**src/rtl/uart_rx_core_pkg.sv**
```systemverilog
// uart_rx_core_pkg: shared state encodings, parity constants and parity check for the UART receiver
package uart_rx_core_pkg;
  typedef enum logic [2:0] {S_IDLE, S_START, S_DATA, S_PARITY, S_STOP, S_BREAK} rx_state_t;
  localparam logic [1:0] UART_PAR_NONE = 2'b00;
  localparam logic [1:0] UART_PAR_EVEN = 2'b10;
  localparam logic [1:0] UART_PAR_ODD = 2'b11;
  localparam int UART_OVERSAMPLE = 16;
  // Even mode expects the XOR over data and parity bit to be 0, odd mode expects 1.
  function automatic logic par_err(input logic [7:0] d, input logic p, input logic [1:0] mode);
    return mode[1] && ((^{d, p}) != mode[0]);
  endfunction
endpackage

```
**src/rtl/uart_rx_core_if.sv**
```systemverilog
// uart_rx_core_if: configuration in, received character and status out
//   rx_cnt/parity : config from the control block
//   rxdata/parityerror/frameerror/rxdataupdate : per-frame result and update strobe
interface uart_rx_core_if;
  logic [8:0] rx_cnt;
  logic [1:0] parity;
  logic [7:0] rxdata;
  logic parityerror;
  logic frameerror;
  logic rxdataupdate;
  modport master(input rx_cnt, parity, output rxdata, parityerror, frameerror, rxdataupdate);
  modport slave(output rx_cnt, parity, input rxdata, parityerror, frameerror, rxdataupdate);
endinterface

```
**src/rtl/uart_baud_tick.sv**
```systemverilog
// uart_baud_tick: oversample tick generator
//   clr/en : clear and enable (counter held at 0 while disabled)
//   period : clocks per tick; tick pulses on the last count of each period
module uart_baud_tick (
  input  logic       clk,
  input  logic       rst,
  input  logic       clr,
  input  logic       en,
  input  logic [8:0] period,
  output logic       tick
);
  logic [8:0] cnt;
  assign tick = en && cnt == period - 9'd1;
  always_ff @(posedge clk or posedge rst)
    if (rst) cnt <= '0;
    else cnt <= (clr || !en || tick) ? '0 : cnt + 9'd1;
endmodule

```
**src/rtl/uart_rx_core.sv**
```systemverilog
// uart_rx_core: 16x oversampled 8-bit UART deframer with optional parity
//   clk/rst : clock, async active-high reset
//   rxd     : asynchronous serial input, idle high
//   rx_if   : config in (rx_cnt, parity), result out (rxdata, errors, update strobe)
module uart_rx_core
  import uart_rx_core_pkg::*;
#(
  parameter int OVERSAMPLE = UART_OVERSAMPLE,
  parameter int SYNC_STAGES = 2
) (
  input  logic            clk,
  input  logic            rst,
  input  logic            rxd,
  uart_rx_core_if.master  rx_if
);
  rx_state_t state;
  logic [SYNC_STAGES-1:0] sync;
  logic rxd_s, rxd_s_d, fall, tick, samp, mid, pbit, upd, pe, fe;
  logic [8:0] cnt_q;
  logic [1:0] par_q;
  logic [3:0] sub;
  logic [2:0] idx;
  logic [7:0] shreg, data;
  assign rxd_s = sync[SYNC_STAGES-1];
  assign fall = state == S_IDLE && rxd_s_d && !rxd_s;
  assign samp = tick && sub == 4'(OVERSAMPLE - 1);
  assign mid = tick && sub == 4'(OVERSAMPLE / 2 - 1);
  assign rx_if.rxdata = data;
  assign rx_if.parityerror = pe;
  assign rx_if.frameerror = fe;
  assign rx_if.rxdataupdate = upd;
  uart_baud_tick u_tick (
    .clk(clk),
    .rst(rst),
    .clr(fall),
    .en(state != S_IDLE && state != S_BREAK),
    .period(cnt_q),
    .tick(tick)
  );
  always_ff @(posedge clk or posedge rst)
    if (rst) begin
      sync <= '1;
      rxd_s_d <= 1'b1;
    end else begin
      sync <= {sync[SYNC_STAGES-2:0], rxd};
      rxd_s_d <= rxd_s;
    end
  always_ff @(posedge clk or posedge rst)
    if (rst) begin
      state <= S_IDLE;
      cnt_q <= '0;
      par_q <= '0;
      sub <= '0;
      idx <= '0;
      shreg <= '0;
      pbit <= 1'b0;
      data <= '0;
      pe <= 1'b0;
      fe <= 1'b0;
      upd <= 1'b0;
    end else begin
      upd <= 1'b0;
      if (tick) sub <= sub + 4'd1;
      case (state)
        S_IDLE: if (fall) begin
          state <= S_START;
          sub <= '0;
          cnt_q <= rx_if.rx_cnt < 9'd2 ? 9'd2 : rx_if.rx_cnt;
          par_q <= rx_if.parity;
        end
        S_START: if (mid) begin
          state <= rxd_s ? S_IDLE : S_DATA;
          sub <= '0;
          idx <= '0;
        end
        S_DATA: if (samp) begin
          shreg[idx] <= rxd_s;
          idx <= idx + 3'd1;
          if (idx == 3'd7) state <= par_q[1] ? S_PARITY : S_STOP;
        end
        S_PARITY: if (samp) begin
          pbit <= rxd_s;
          state <= S_STOP;
        end
        S_STOP: if (samp) begin
          data <= shreg;
          pe <= par_err(shreg, pbit, par_q);
          fe <= ~rxd_s;
          upd <= 1'b1;
          // Leaving at mid stop bit leaves half a bit to catch a back-to-back start edge.
          state <= rxd_s ? S_IDLE : S_BREAK;
        end
        S_BREAK: if (rxd_s) state <= S_IDLE;
        default: state <= S_IDLE;
      endcase
    end
endmodule
```
**src/flat_wrapper.sv**
```systemverilog
// flat-port wrapper written by rule: the top's interface ports become plain ports
module uart_rx_core_flat import uart_rx_core_pkg::*;
#(
  parameter int OVERSAMPLE = UART_OVERSAMPLE,
  parameter int SYNC_STAGES = 2
)
  (clk, rst, rxd, rx_if_rx_cnt, rx_if_parity, rx_if_rxdata, rx_if_parityerror, rx_if_frameerror, rx_if_rxdataupdate);
  uart_rx_core_if rx_if_i ();
  input  logic clk;
  input  logic rst;
  input  logic rxd;
  input wire logic [$bits(rx_if_i.rx_cnt)-1:0] rx_if_rx_cnt;
  input wire logic [$bits(rx_if_i.parity)-1:0] rx_if_parity;
  output wire logic [$bits(rx_if_i.rxdata)-1:0] rx_if_rxdata;
  output wire logic [$bits(rx_if_i.parityerror)-1:0] rx_if_parityerror;
  output wire logic [$bits(rx_if_i.frameerror)-1:0] rx_if_frameerror;
  output wire logic [$bits(rx_if_i.rxdataupdate)-1:0] rx_if_rxdataupdate;
  assign rx_if_i.rx_cnt = rx_if_rx_cnt;
  assign rx_if_i.parity = rx_if_parity;
  assign rx_if_rxdata = rx_if_i.rxdata;
  assign rx_if_parityerror = rx_if_i.parityerror;
  assign rx_if_frameerror = rx_if_i.frameerror;
  assign rx_if_rxdataupdate = rx_if_i.rxdataupdate;
  uart_rx_core #(.OVERSAMPLE(OVERSAMPLE), .SYNC_STAGES(SYNC_STAGES)) u_core (.clk(clk), .rst(rst), .rxd(rxd), .rx_if(rx_if_i));
endmodule
```
**config.mk**
```make
export PLATFORM = sky130hd
export DESIGN_NAME = uart_rx_core_flat
export DESIGN_NICKNAME = d
export VERILOG_FILES = /design/src/rtl/uart_rx_core_pkg.sv /design/src/rtl/uart_rx_core_if.sv /design/src/rtl/uart_baud_tick.sv /design/src/rtl/uart_rx_core.sv /design/src/flat_wrapper.sv
export SDC_FILE = /design/constraint.sdc
export NUM_CORES = 1
export LEC_CHECK = 0
export CORE_AREA = 4 4 81 83
export CTS_CLUSTER_SIZE = 40
export DETAILED_ROUTE_END_ITERATION = 6
export DIE_AREA = 0 0 85 87
export PLACE_DENSITY = 0.74
export SETUP_SLACK_MARGIN = 0.4
export SLEW_MARGIN = 10
export SYNTH_ARGS = -nofsm -noshare
export SYNTH_HDL_FRONTEND = slang
export SYNTH_SLANG_ARGS = --single-unit
```
**constraint.sdc**
```tcl
create_clock -name clk -period 7.7 [get_ports clk]
set_input_delay 1.155 -clock clk [delete_from_list [all_inputs] [get_ports clk]]
set_output_delay 1.155 -clock clk [all_outputs]
set_load 0.01 [all_outputs]
```
Fig. 1: run 1, metal 1
Supply wires on this layer in gray.
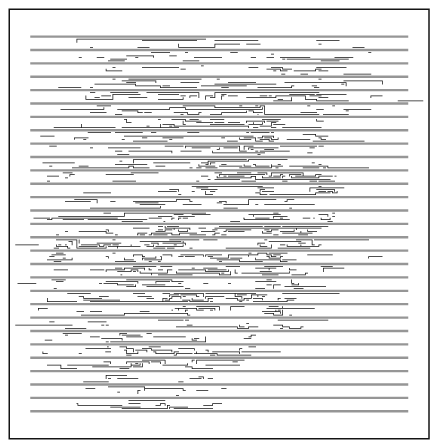
longest straight run = 26.2 um
main direction = horizontal
wire length on this layer = 2500 um
via count: 1986
total routed wirelength: 5290 um

Fig. 2: run 1, the metal 2 layer
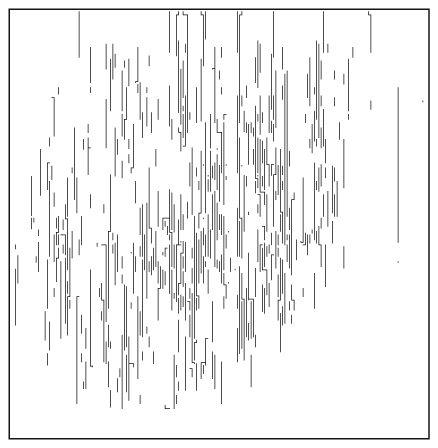
main direction = vertical
longest straight run = 34.7 um
met2 Usage GRT: 24.9%

Fig. 3: run 1, met3 routing
The bar under the picture is 20 um long. Cells faint in the background.
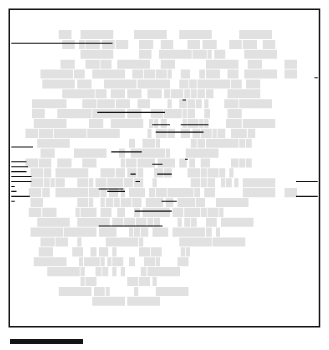
wire length on this layer = 178 um
share of all routed wire = 3.4%
longest straight run = 27.6 um
main direction = horizontal

==> changes_impl.md, run 1 <==
### Implementation results

* Status: completed
* Endpoint class of the critical path: register
* Row cnt at 28
* Worst-path maximum fanout at 14
* Hpwl dp at 3870 um
* Synth area leader: dfrtp_1
* Tot GR Track Use at 15.5%
* Drt wl/cell at 14.7 um
* Tmin final at 3.19 ns
* DRT Pass-1 Iters at 4
* Post-synthesis cell area at roughly 2800 um^2
* Share of layout cells above drive strength 1 at 18.0%
* F_max at 314 MHz
* Avg Cell Area, Syn at 10.8 um^2
* Slew Viols, Final at 0
* Syn_nets at 281
* Synth warn at 0
* Latency at later pin at 0.31 ns
* Setup ws final at 4.51 ns
* Place WS at 4.53 ns
* Leak Pwr at approximately 1.4 nW
* Hold-fix buffers at CTS at 0
* Crit-path cells: inv_1 > ha_1 > xnor2_1 > a21o_1 > o21ai_0 > nand4_4 > nor3_2 > nor3b_1 > buf_4 > mux2_2
* DRT iter0 DRCs at around 170
* Req. time, crit path at 7.90 ns
* H-tree Lvls at 2
* Maximum capacitance violations at 0
* CP Class: register to register
* Commonest flop: dfrtp_1
* Critical path arrival at 3.39 ns
* Top cell excl fill/tap: dfrtp_1
* Pwr Density at 211 nW/um^2
* I/O Pins at 25
* Postcts setup bufs at 0
* OpenROAD warnings at 26
* Cells after Synth at roughly 260
* Die footprint at ~7400 um^2
* RSZ-0062 raised after global routing: no
* Worst path max stage delay at between 0.5 and 0.6 ns
* CTS resizes at 0
* Antenna Violating Nets Remaining at 0
* IO Port Bufs at 24
* Distinct lib cells at about 53
* Die X at between 80 and 90 um
* Top cells excl fill/tap: 50 x dfrtp_1, 28 x mux2_2, 25 x nor2_1, 24 x clkdlybuf4s50_1, 19 x nand3_1
* Hold/Removal Path Class: register to register
[run 1: cell type report]
cell class	instances	area, um^2
fillers	507	2650
multi-input cells	188	1400
flip-flops and latches	53	1330
repair buffers	25	248
well taps	75	93.8
clock buffers	5	68.8
inverters	10	38.8
clock inverters	3	21.3
[run 1: cells in the mapped netlist, drive strengths merged (2+ instances only)]
cell type	number
ha	5
and3	2
a21oi	3
mux2	28
a211oi	3
nand3	19
nor2	25
nor3	8
o21ai	8
a31oi	2
xor2	11
nand3b	2
nand4b	2
inv	10
nand2b	4
dfrtp	50
or4b	2
nand4	4
xnor2	17
buf	6
nor4	6
clkbuf	5
a21o	4
dfstp	3
nand2	11
a32oi	2
nor3b	2
nor2b	2
[run 1: sequential cells by signal, summed over array words and instances, names as in the netlist]
signal / cells
u_core.pbit: 1
u_core.rx_if.rxdata: 8
u_core.rx_if.frameerror: 1
u_core.cnt_q: 9
u_core.shreg: 8
u_core.rx_if.parityerror: 1
u_core.sync: 2
u_core.rxd_s_d: 1
u_core.idx: 3
u_core.par_q: 2
u_core.u_tick.cnt: 9
u_core.state: 3
u_core.rx_if.rxdataupdate: 1
u_core.sub: 4
[run 1: per-stage QoR]
stage,instances,cell area (um^2),utilization [%]
final,359,3200,54.7
after detailed placement,351,3110,53.1
after CTS,359,3200,54.7
after global placement,351,3110,53.1
after floorplan,262,2820,-
after global routing,359,3200,54.7
[run 1: routing by layer]
layer | vias up | track usage [%] | routed length, um
met5 | - | 0 | 0
met4 | 0 | 5.76 | 87
met3 | 10 | 3.69 | 177
met2 | 40 | 24.9 | 2530
met1 | 969 | 20.3 | 2500
li1 | 967 | - | -
[run 1: power breakdown]
part / leakage, nW / switching [mW] / total [mW] / internal [mW]
registers: 0.686 / 0.0485 / 0.361 / 0.312
logic: 0.628 / 0.0776 / 0.152 / 0.0746
clock network: 0.0445 / 0.0966 / 0.161 / 0.0648
[run 1: worst paths after layout]
path	from	to	slack, ns	cells after the start
setup / recovery	u_core.cnt_q[0]	u_core.rx_if.rxdata[1]	4.51	10
hold / removal	u_core.sync[0]	u_core.sync[1]	0.36	0
setup reg to reg	u_core.cnt_q[0]	u_core.rx_if.rxdata[1]	4.51	10
hold reg to reg	u_core.sync[0]	u_core.sync[1]	0.36	0
max in group asynchronous	rst	u_core.u_tick.cnt[2]	5.84	2
min in group asynchronous	rst	u_core.par_q[1]	1.33	2
[run 1: logic make-up after synthesis]
family	after synthesis	share of synthesized area [%]
AOI/OAI and AO/OA	33	8.73
xor gates and xnor gates	28	8.69
and+or+nand+nor	94	18.7
muxes	28	11.2
buffers and inverters	21	3.32
adders and majority gates	5	2.22
DFF	53	47.1
[run 1: critical path: cells and delay by family (launching register included)]
kind,cells,cell delay (ns)
simple gates,3,1.05
xor+xnor,1,0.16
flops,1,0.43
fa+ha+maj,1,0.28
mux,1,0.35
compound gates,2,0.52
buf+inv,2,0.28
## Run 2: what changed since run 1
Settings changed: PLACE_DENSITY 0.74 to 0.76.
Clock period 7.7 ns to 2.9 ns, I/O delays scaled along.
Fig. 4: run 2, metal 1
Supply wires on this layer in gray.
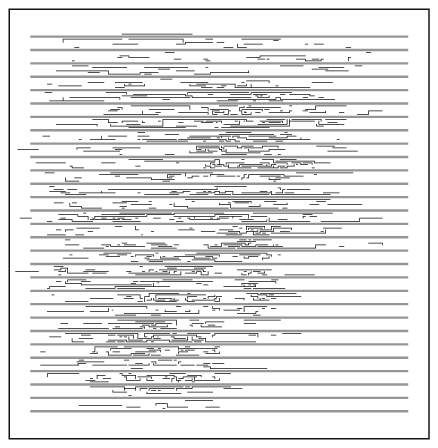
nets with wire on the layer = 291
longest straight run = 29.4 um
share of all routed wire = 44%
main direction = horizontal
wire length on this layer = 2650 um

Fig. 5: run 2, the metal 2 layer
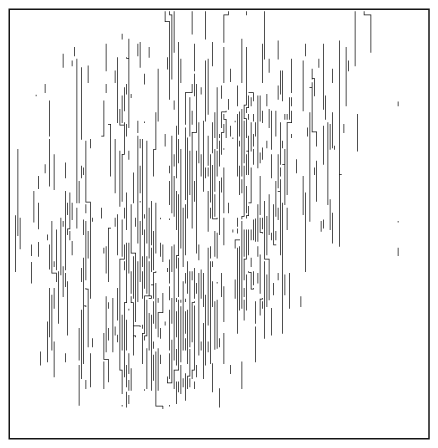
main direction = vertical
longest straight run = 41.8 um
total routed wirelength: 5960 um
via count: 2111
met2 Usage GRT: 26.8%

==> run 2 against run 1 <==
  * Clock power increased to 2.7 times the previous value
  * Synthesized area stayed put
  * Sequential power went up to 2.7 times the previous value
  * Fmax rose by 27%
  * First-iteration DRC count rose by 64%
  * Critical endpoint is now u_core.rx_if.rxdata[5]
  * Cell count rose by 5.6%
==> changes_impl.md, run 2 <==
### Implementation results

* Pwr Density at 552 nW/um^2
* Avg Cell Area, Syn at 10.8 um^2
* Worst-Margin Slew at approximately 0.64 ns
* Worst reg2reg setup slack at 0.39 ns
* Synth warn at 0
* Worst Reg-to-Reg Cells at 8
* Cells after Synth at roughly 260
* Hold Path Stages at 0
* Hold/Removal Path Class: register to register
* Req. time, crit path at 3.11 ns
* Number of filler cells placed in the layout at 457
* Syn_nets at 281
* Antenna Violating Nets Remaining at 0
* IO Port Bufs at 24
* Min-delay src: u_core.sync[0]
* Final Cell Area at 3490 um^2
* CP Class: register to register
* Tmin final at 2.51 ns
* DRT iter0 DRCs at 286
* Slew Viols, Final at 0
* Share of layout cells above drive strength 1 at 27.6%
* Core Util, Final at 59.7%
* Worst path max stage delay at 0.48 ns
* Core box area at between 5000 and 6000 um^2
* OpenROAD warnings at 28
* Status: completed
* Crit-path cells: nor4_4 > nand3b_1 > a211oi_2 > nand4_4 > nor3_4 > nor3b_4 > buf_6 > mux2_4
* Commonest cells post-synth: 50 x dfrtp_1, 28 x mux2_2, 25 x nor2_1, 19 x nand3_1, 17 x xnor2_1
* H-tree Lvls at 2
* DRT Pass-1 Iters at 4
* Tot GR Track Use at 16.6%
* Synth area leader: dfrtp_1
* Hold-fix buffers at CTS at 0
* Critical path arrival at ~2.7 ns
* Drt wl/cell at 15.7 um
* Worst-path maximum fanout at 6
* RSZ-0062 raised after global routing: yes
* Maximum capacitance violations at 0
* Most common cell in the netlist: dfrtp_1
* Die height at approximately 87 um
* Worst r2r src: u_core.cnt_q[3]
* RR Endpoint: u_core.rx_if.rxdata[5]
* Leak Pwr at 1.50 nW
* Row cnt at 28
* Top cells excl fill/tap: 46 x dfrtp_1, 24 x nor2_1, 24 x clkdlybuf4s50_1, 19 x nand3_1, 18 x mux2_2
* Commonest flop: dfrtp_1
* DP Area at 3160 um^2
* Worst Hold Path EP: u_core.sync[1]
* Top cell excl fill/tap: dfrtp_1
* Die X at 85 um
run 2: cell types whose count changed in the layout (fill, tap and decap cells not counted), moves of 3 or more:
cell and delta:
buf_4 +16, buf_6 +4, dfrtp_1 -4, dfrtp_2 +4, mux2_2 -10, mux2_4 +10
o21ai_0 -3
run 2: cells by family (layout without fill, tap and decap cells):
group | Yosys count | count (layout) | synth area share (%)
AND-OR/OR-AND | 33 | 33 | 8.73
XOR/XNOR | 28 | 28 | 8.69
flip-flops | 53 | 53 | 47.1
buffers and inverters | 21 | 63 | 3.32
AND/OR/NAND/NOR | 94 | 94 | 18.7
multiplexers | 28 | 28 | 11.2
adder cells (fa/ha/maj) | 5 | 5 | 2.22
run 2: metal layers:
layer	vias up	track usage [%]	part of all wire, %	wire (um)
met1	1035	21.9	44	2650
li1	1008	-	-	-
met4	0	7.05	2.2	133
met5	-	0	0	0
met3	13	3.31	3.7	218
met2	55	26.8	50	2960
run 2: area by class of cell:
cell class | count | area, um^2 | share of cell area [%]
tap | 75 | 93.8 | 2.69
clock inverter | 3 | 26.3 | 0.752
timing repair buffer | 45 | 413 | 11.8
sequential | 53 | 1340 | 38.2
multi-input combinational | 188 | 1520 | 43.5
inverter | 10 | 37.5 | 1.07
clock buffer | 5 | 68.8 | 1.97
run 2: what timing repair did:
item                                    4_1_cts  5_1_grt
endpoints found under the setup margin       23       28
setup buffers                                 7        5
cloned                                        1        0
pin swaps                                     3       15
resized                                       9       28
run 2: how the worst max path moves through the flow:
stage	start	to	slack, ns	cells past startpoint
after floorplan	u_core.cnt_q[0]	u_core.rx_if.frameerror	0.41	11
after global placement	u_core.cnt_q[0]	u_core.sub[2]	0.32	9
after detailed placement	u_core.cnt_q[0]	u_core.sub[3]	0.24	9
after CTS	u_core.cnt_q[1]	u_core.state[0]	0.36	10
after global routing	u_core.cnt_q[2]	u_core.rx_if.rxdata[0]	0.25	8
final	u_core.cnt_q[3]	u_core.rx_if.rxdata[5]	0.39	8
run 2: critical path, delay by kind of cell (launching register included):
family          cells  cell delay (ns)
compound gates      1             0.34
simple gates        5             1.13
buf+inv             1             0.18
mux                 1             0.30
flops               1             0.48
run 2: report_power, final:
group          internal (mW)  switching, mW
combinational          0.266          0.257
sequential             0.830          0.136
clock                  0.176          0.262
run 2: metrics by stage:
stage,std cells,setup WS [ns]
after floorplan,262,0.408
after global placement,358,0.322
after detailed placement,358,0.238
after CTS,374,0.365
after global routing,379,0.254
final,379,0.385
Power is estimated from default activity; no workload was simulated.
